--- config.mk ---
export PLATFORM = sky130hd
export DESIGN_NAME = biquad_seq
export DESIGN_NICKNAME = d
export VERILOG_FILES = /design/src/rtl/biquad_seq_pkg.sv /design/src/rtl/biquad_seq_step_timer.sv /design/src/rtl/biquad_seq.sv
export SDC_FILE = /design/constraint.sdc
export NUM_CORES = 1
export LEC_CHECK = 0
export CORE_MARGIN = 2
export CORE_UTILIZATION = 45
export DETAILED_ROUTE_END_ITERATION = 8
export GPL_ROUTABILITY_DRIVEN = 1
export PLACE_DENSITY = 0.79
export SYNTH_ARGS = -nofsm -noshare
export SYNTH_HDL_FRONTEND = slang
export SYNTH_SLANG_ARGS = --single-unit
--- constraint.sdc ---
create_clock -name clk -period 1.7 [get_ports clk]
set_input_delay 0.425 -clock clk [delete_from_list [all_inputs] [get_ports clk]]
set_output_delay 0.425 -clock clk [all_outputs]
set_load 0.02 [all_outputs]
--- src/rtl/biquad_seq_pkg.sv ---
// biquad_seq_pkg: select codes shared between the biquad MAC datapath mux and
// its sequencer, plus the fixed-point format of the datapath.
// Optional feature macro used by this slice: BIQUAD_OVERRUN_EN.
package biquad_seq_pkg;

  // Datapath word width and fractional bits (coefficients are Q(N-F).F).
  localparam int N = 16;
  localparam int F = 14;

  // Width of the per-step cycle counter; covers STEP_CYCLES up to 15.
  localparam int STEP_CW = 4;

  // Coefficient select (controlS).
  localparam logic [2:0] SEL_S_ZERO = 3'd0;
  localparam logic [2:0] SEL_S_A1   = 3'd1;
  localparam logic [2:0] SEL_S_A2   = 3'd2;
  localparam logic [2:0] SEL_S_B0   = 3'd3;
  localparam logic [2:0] SEL_S_B1   = 3'd4;
  localparam logic [2:0] SEL_S_B2   = 3'd5;

  // State select (controlC).
  localparam logic [1:0] SEL_C_ZERO = 2'd0;
  localparam logic [1:0] SEL_C_FK1  = 2'd1;
  localparam logic [1:0] SEL_C_FK2  = 2'd2;
  localparam logic [1:0] SEL_C_FK   = 2'd3;

  // Additive-term select (controlZ).
  localparam logic [1:0] SEL_Z_ZERO = 2'd0;
  localparam logic [1:0] SEL_Z_UK   = 2'd1;
  localparam logic [1:0] SEL_Z_YK   = 2'd2;

  // One mux setting for the datapath.
  typedef struct packed {
    logic [2:0] s;
    logic [1:0] c;
    logic [1:0] z;
  } sel_t;

  localparam sel_t SEL_NONE = '{s: SEL_S_ZERO, c: SEL_C_ZERO, z: SEL_Z_ZERO};

endpackage

--- src/rtl/biquad_seq_step_timer.sv ---
// step_timer: counts 0..STEP_CYCLES-1 within one sequencer state. clr forces
// the count back to 0 (used on every state change). 'last' flags the final
// cycle of the current step; 'last_next' is the value 'last' will take after
// the coming edge, so the sequencer can register its load strobes.
module step_timer
  import biquad_seq_pkg::*;
#(
  parameter int STEP_CYCLES = 1
) (
  input  logic clk,
  input  logic reset_n,
  input  logic clr,
  output logic last,
  output logic last_next
);

  localparam logic [STEP_CW-1:0] LAST_VAL = STEP_CW'(STEP_CYCLES - 1);

  logic [STEP_CW-1:0] r_count;
  logic [STEP_CW-1:0] w_count_next;

  // Next count: restart on clr, otherwise wrap after the last cycle.
  always_comb begin
    w_count_next = r_count + STEP_CW'(1);
    if (clr || (r_count == LAST_VAL)) begin
      w_count_next = '0;
    end
  end

  // Count register.
  always_ff @(posedge clk or negedge reset_n) begin
    if (!reset_n) begin
      r_count <= '0;
    end else begin
      r_count <= w_count_next;
    end
  end

  assign last      = (r_count == LAST_VAL);
  assign last_next = (w_count_next == LAST_VAL);

endmodule

--- src/rtl/biquad_seq.sv ---
// biquad_seq: sequencer for the Direct-Form-II biquad MAC datapath. One start
// pulse walks A1 -> A2 -> B0 -> B1 -> B2 -> SHIFT, each MAC step held for
// STEP_CYCLES cycles with its load strobe in the step's final cycle.
// Every output is a flop, decoded from the next state one edge ahead.
// Optional macro BIQUAD_OVERRUN_EN adds a sticky 'overrun' flag for starts
// that arrive while busy.
module biquad_seq
  import biquad_seq_pkg::*;
#(
  parameter int STEP_CYCLES = 1
) (
  input  logic       clk,
  input  logic       reset_n,
  input  logic       start,
  output logic       ready,
  output logic [2:0] controlS,
  output logic [1:0] controlC,
  output logic [1:0] controlZ,
  output logic       en_yk,
  output logic       en_fk,
  output logic       shift,
  output logic       done
`ifdef BIQUAD_OVERRUN_EN
  ,
  output logic       overrun
`endif
);

  typedef enum logic [2:0] {
    ST_IDLE  = 3'd0,
    ST_A1    = 3'd1,
    ST_A2    = 3'd2,
    ST_B0    = 3'd3,
    ST_B1    = 3'd4,
    ST_B2    = 3'd5,
    ST_SHIFT = 3'd6
  } state_e;

  state_e r_state, w_state_next;
  logic   w_last, w_last_next, w_clr;

  sel_t   r_sel, w_sel_next;
  logic   r_ready, r_en_yk, r_en_fk, r_shift, r_done;
  logic   w_ready_next, w_en_yk_next, w_en_fk_next, w_shift_next, w_done_next;

  assign w_clr = (w_state_next != r_state);

  step_timer #(
    .STEP_CYCLES(STEP_CYCLES)
  ) u_step_timer (
    .clk      (clk),
    .reset_n  (reset_n),
    .clr      (w_clr),
    .last     (w_last),
    .last_next(w_last_next)
  );

  // Next state: leave a MAC step only in its last cycle; start only from IDLE.
  always_comb begin
    w_state_next = r_state;
    case (r_state)
      ST_IDLE:  if (start)  w_state_next = ST_A1;
      ST_A1:    if (w_last) w_state_next = ST_A2;
      ST_A2:    if (w_last) w_state_next = ST_B0;
      ST_B0:    if (w_last) w_state_next = ST_B1;
      ST_B1:    if (w_last) w_state_next = ST_B2;
      ST_B2:    if (w_last) w_state_next = ST_SHIFT;
      ST_SHIFT: w_state_next = ST_IDLE;
      default:  w_state_next = ST_IDLE;
    endcase
  end

  // Output decode of the state being entered; strobes gated by its last cycle.
  always_comb begin
    w_sel_next   = SEL_NONE;
    w_ready_next = 1'b0;
    w_en_yk_next = 1'b0;
    w_en_fk_next = 1'b0;
    w_shift_next = 1'b0;
    w_done_next  = 1'b0;
    case (w_state_next)
      ST_IDLE: w_ready_next = 1'b1;
      ST_A1: begin
        w_sel_next   = '{s: SEL_S_A1, c: SEL_C_FK1, z: SEL_Z_UK};
        w_en_yk_next = w_last_next;
      end
      ST_A2: begin
        w_sel_next   = '{s: SEL_S_A2, c: SEL_C_FK2, z: SEL_Z_YK};
        w_en_fk_next = w_last_next;
      end
      ST_B0: begin
        w_sel_next   = '{s: SEL_S_B0, c: SEL_C_FK, z: SEL_Z_ZERO};
        w_en_yk_next = w_last_next;
      end
      ST_B1: begin
        w_sel_next   = '{s: SEL_S_B1, c: SEL_C_FK1, z: SEL_Z_YK};
        w_en_yk_next = w_last_next;
      end
      ST_B2: begin
        w_sel_next   = '{s: SEL_S_B2, c: SEL_C_FK2, z: SEL_Z_YK};
        w_en_yk_next = w_last_next;
      end
      ST_SHIFT: begin
        w_shift_next = 1'b1;
        w_done_next  = 1'b1;
      end
      default: w_ready_next = 1'b0;
    endcase
  end

  // State and registered outputs; reset lands everything in the IDLE picture.
  always_ff @(posedge clk or negedge reset_n) begin
    if (!reset_n) begin
      r_state <= ST_IDLE;
      r_sel   <= SEL_NONE;
      r_ready <= 1'b1;
      r_en_yk <= 1'b0;
      r_en_fk <= 1'b0;
      r_shift <= 1'b0;
      r_done  <= 1'b0;
    end else begin
      r_state <= w_state_next;
      r_sel   <= w_sel_next;
      r_ready <= w_ready_next;
      r_en_yk <= w_en_yk_next;
      r_en_fk <= w_en_fk_next;
      r_shift <= w_shift_next;
      r_done  <= w_done_next;
    end
  end

  assign ready    = r_ready;
  assign controlS = r_sel.s;
  assign controlC = r_sel.c;
  assign controlZ = r_sel.z;
  assign en_yk    = r_en_yk;
  assign en_fk    = r_en_fk;
  assign shift    = r_shift;
  assign done     = r_done;

`ifdef BIQUAD_OVERRUN_EN
  logic r_overrun;

  // Sticky flag: any start seen while busy; never disturbs the running sample.
  always_ff @(posedge clk or negedge reset_n) begin
    if (!reset_n) begin
      r_overrun <= 1'b0;
    end else if (start && !r_ready) begin
      r_overrun <= 1'b1;
    end
  end

  assign overrun = r_overrun;
`endif

endmodule

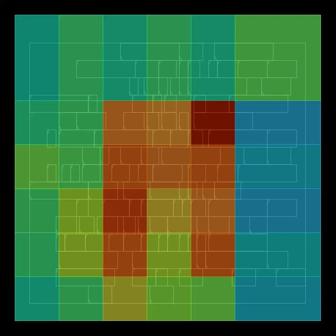
Figure 1: track usage over the die.
WL/cell: 13.4 um
met3 Usage GRT: 4.15%
GRT Overall Usage: 18.6%
M2 GR Usage: 32.0%
Top Usage Layer GRT: met2

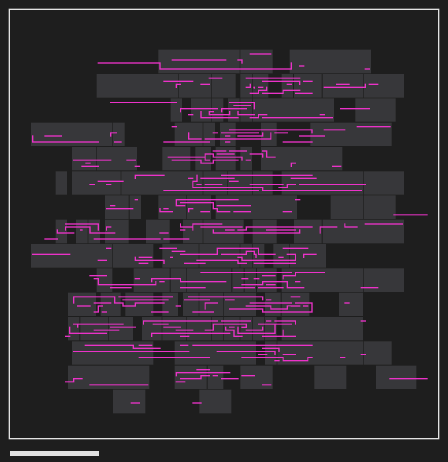
Figure 2: signal wires on met1.
Scale bar: 10 um.
main direction: horizontal
nets with wire on the layer: 105
longest straight run: 14.7 um
wire length on this layer: 744 um
share of all routed wire: 41%
met1 Use GR: 21.5%
WL final: 1.80 mm
routed via count: 728

==> flow_summary.yaml <==
# physical design summary
clock_tree:
  cts_tree: "built"
  hold_buffers: 0
  numCtsBuffers: 3
  cts.sinks: 18
  cts_resized: 2
  post_cts_buffers: 1
  cts-root-buf: "clkbuf_4"
  clk_pin_slew_ns: 0.11
timing:
  fin_tns_setup_ns: 0
  setup_violations: 0
  worstMarginPinSlew_ns: 0.420
  rsz0062_at_grt: "yes"
  period_needed_ns: 1.66
  relSlewSlack_pct: 72.0
  maxClockFrequency_mhz: 602
drt:
  wl_met2_um: 923
  routed_via_density: 5.39
  antenna_left: 0
  top_layer: "met4"
  drc: 0
  wl_met3_um: 100
synthesis:
  yosysTopAreaCellShare_pct: 49.0
  top_logic_kind: "simple AND/OR/NAND/NOR gates"
  netlist_area_sq_um: 868
  fa_ha_area_share_pct: 2.88
  synth-xor-area-share_pct: 4.03
  simple_gate_area_share_pct: 18.4
  common_cells: "17 x dfrtp_1, 13 x nand2_1, 7 x nor2_1"
  async_reset_ff_share_pct: 100
  yosys_area_sq_um: 868
  ys_seq_share_pct: 52.0
  yosysTopAreaCell: "dfrtp_1"
  ys_cells: 89
  netlist_instances: 89
  synthFlopType: "dfrtp_1"
  top_cells_by_area: "dfrtp_1 49%, nand2_1 5.6%, xnor2_1 4.0%"
worst_setup_path:
  reg2reg_from: "u_step_timer.r_count[0]"
  worst-path-stages: 1
  worstSetupEndpoint: "controlS[1]"
  r2r-end: "r_state[0]"
  crit_buf_inv: 1
  cp_max_fo: 1
  cp_slowest_stage_delay_ns: 0.60
  required_ns: 1.27
  r2r_setup_slack_ns: 0.05
  crit_start: "controlS[1]"
  r2r_cells: 6
  crit_chain: "clkdlybuf4s50_1"
  cp_top_family: "buffers and inverters"
  start_kind: "flip-flop"
  worst_path_max_delay_cell: "clkdlybuf4s50_1"
placement:
  place_ws_ns: -0.0379
  post-place-cells: 129
  port_buffers: 14
  place_congestion: 0.824
final_layout:
  nets: 116
  finish.instance_area_sq_um: 1160
  fin_cells: 135
  area_growth_pct: 33.3
  post-route-util_pct: 65.6
  n_fill_cell: 149
floorplan:
  chip_area_sq_um: 2300
  fp_util_pct: 49.2
  die_w_um: 47.9
  die_h_um: 47.9
global_routing:
  grt_max_degree: 13
  first_global_vias: 665
  antenna_found_initial: 0
pwr:
  power.total_mw: 1.89
  p_clk_share_pct: 14.3
  p_int_mw: 1.12
  power_switching_uw: 771
  power_density_nw_per_um2: 1640
  power_frac_seq_pct: 37.2
  powerClk_uw: 271
  comb_cell_power_uw: 919
  p_seq_uw: 703
  power.group.top: "combinational logic"
  vdd_drop_max_uv: 734
status:
  status: "completed"
worst_hold_path:
  hold_path.class: "in2async"
run:
  cap_violations: 0
  warnings: 28
-- layout by cell type (no fill, tap or decap), types with 2 or more instances in the layout --
master,instances
a21o_1,2
a21oi_1,4
a221oi_1,2
buf_4,9
clkbuf_4,3
clkdlybuf4s50_1,7
dfrtp_1,17
dlymetal6s2s_1,6
inv_1,5
mux2i_1,2
nand2_1,12
nand2_2,2
nand3_1,3
nor2_1,7
o21ai_0,4
xnor2_1,4
-- sequential cells by signal (all words and copies together) (netlist names), 2 cells and up --
name,count
controlS,3
u_step_timer.r_count,4
controlZ,2
r_state,3
controlC,2
-- cell type report --
type	instances	area, sq um	share of cell area (%)
Timing Repair Buffer	23	221	19.1
Sequential cell	18	452	39.0
Multi-Input combinational cell	60	398	34.4
Tap cell	25	31.3	2.70
Inverter	5	18.8	1.62
Clock buffer	4	36.3	3.14
Power and IR drop assume default switching activity.
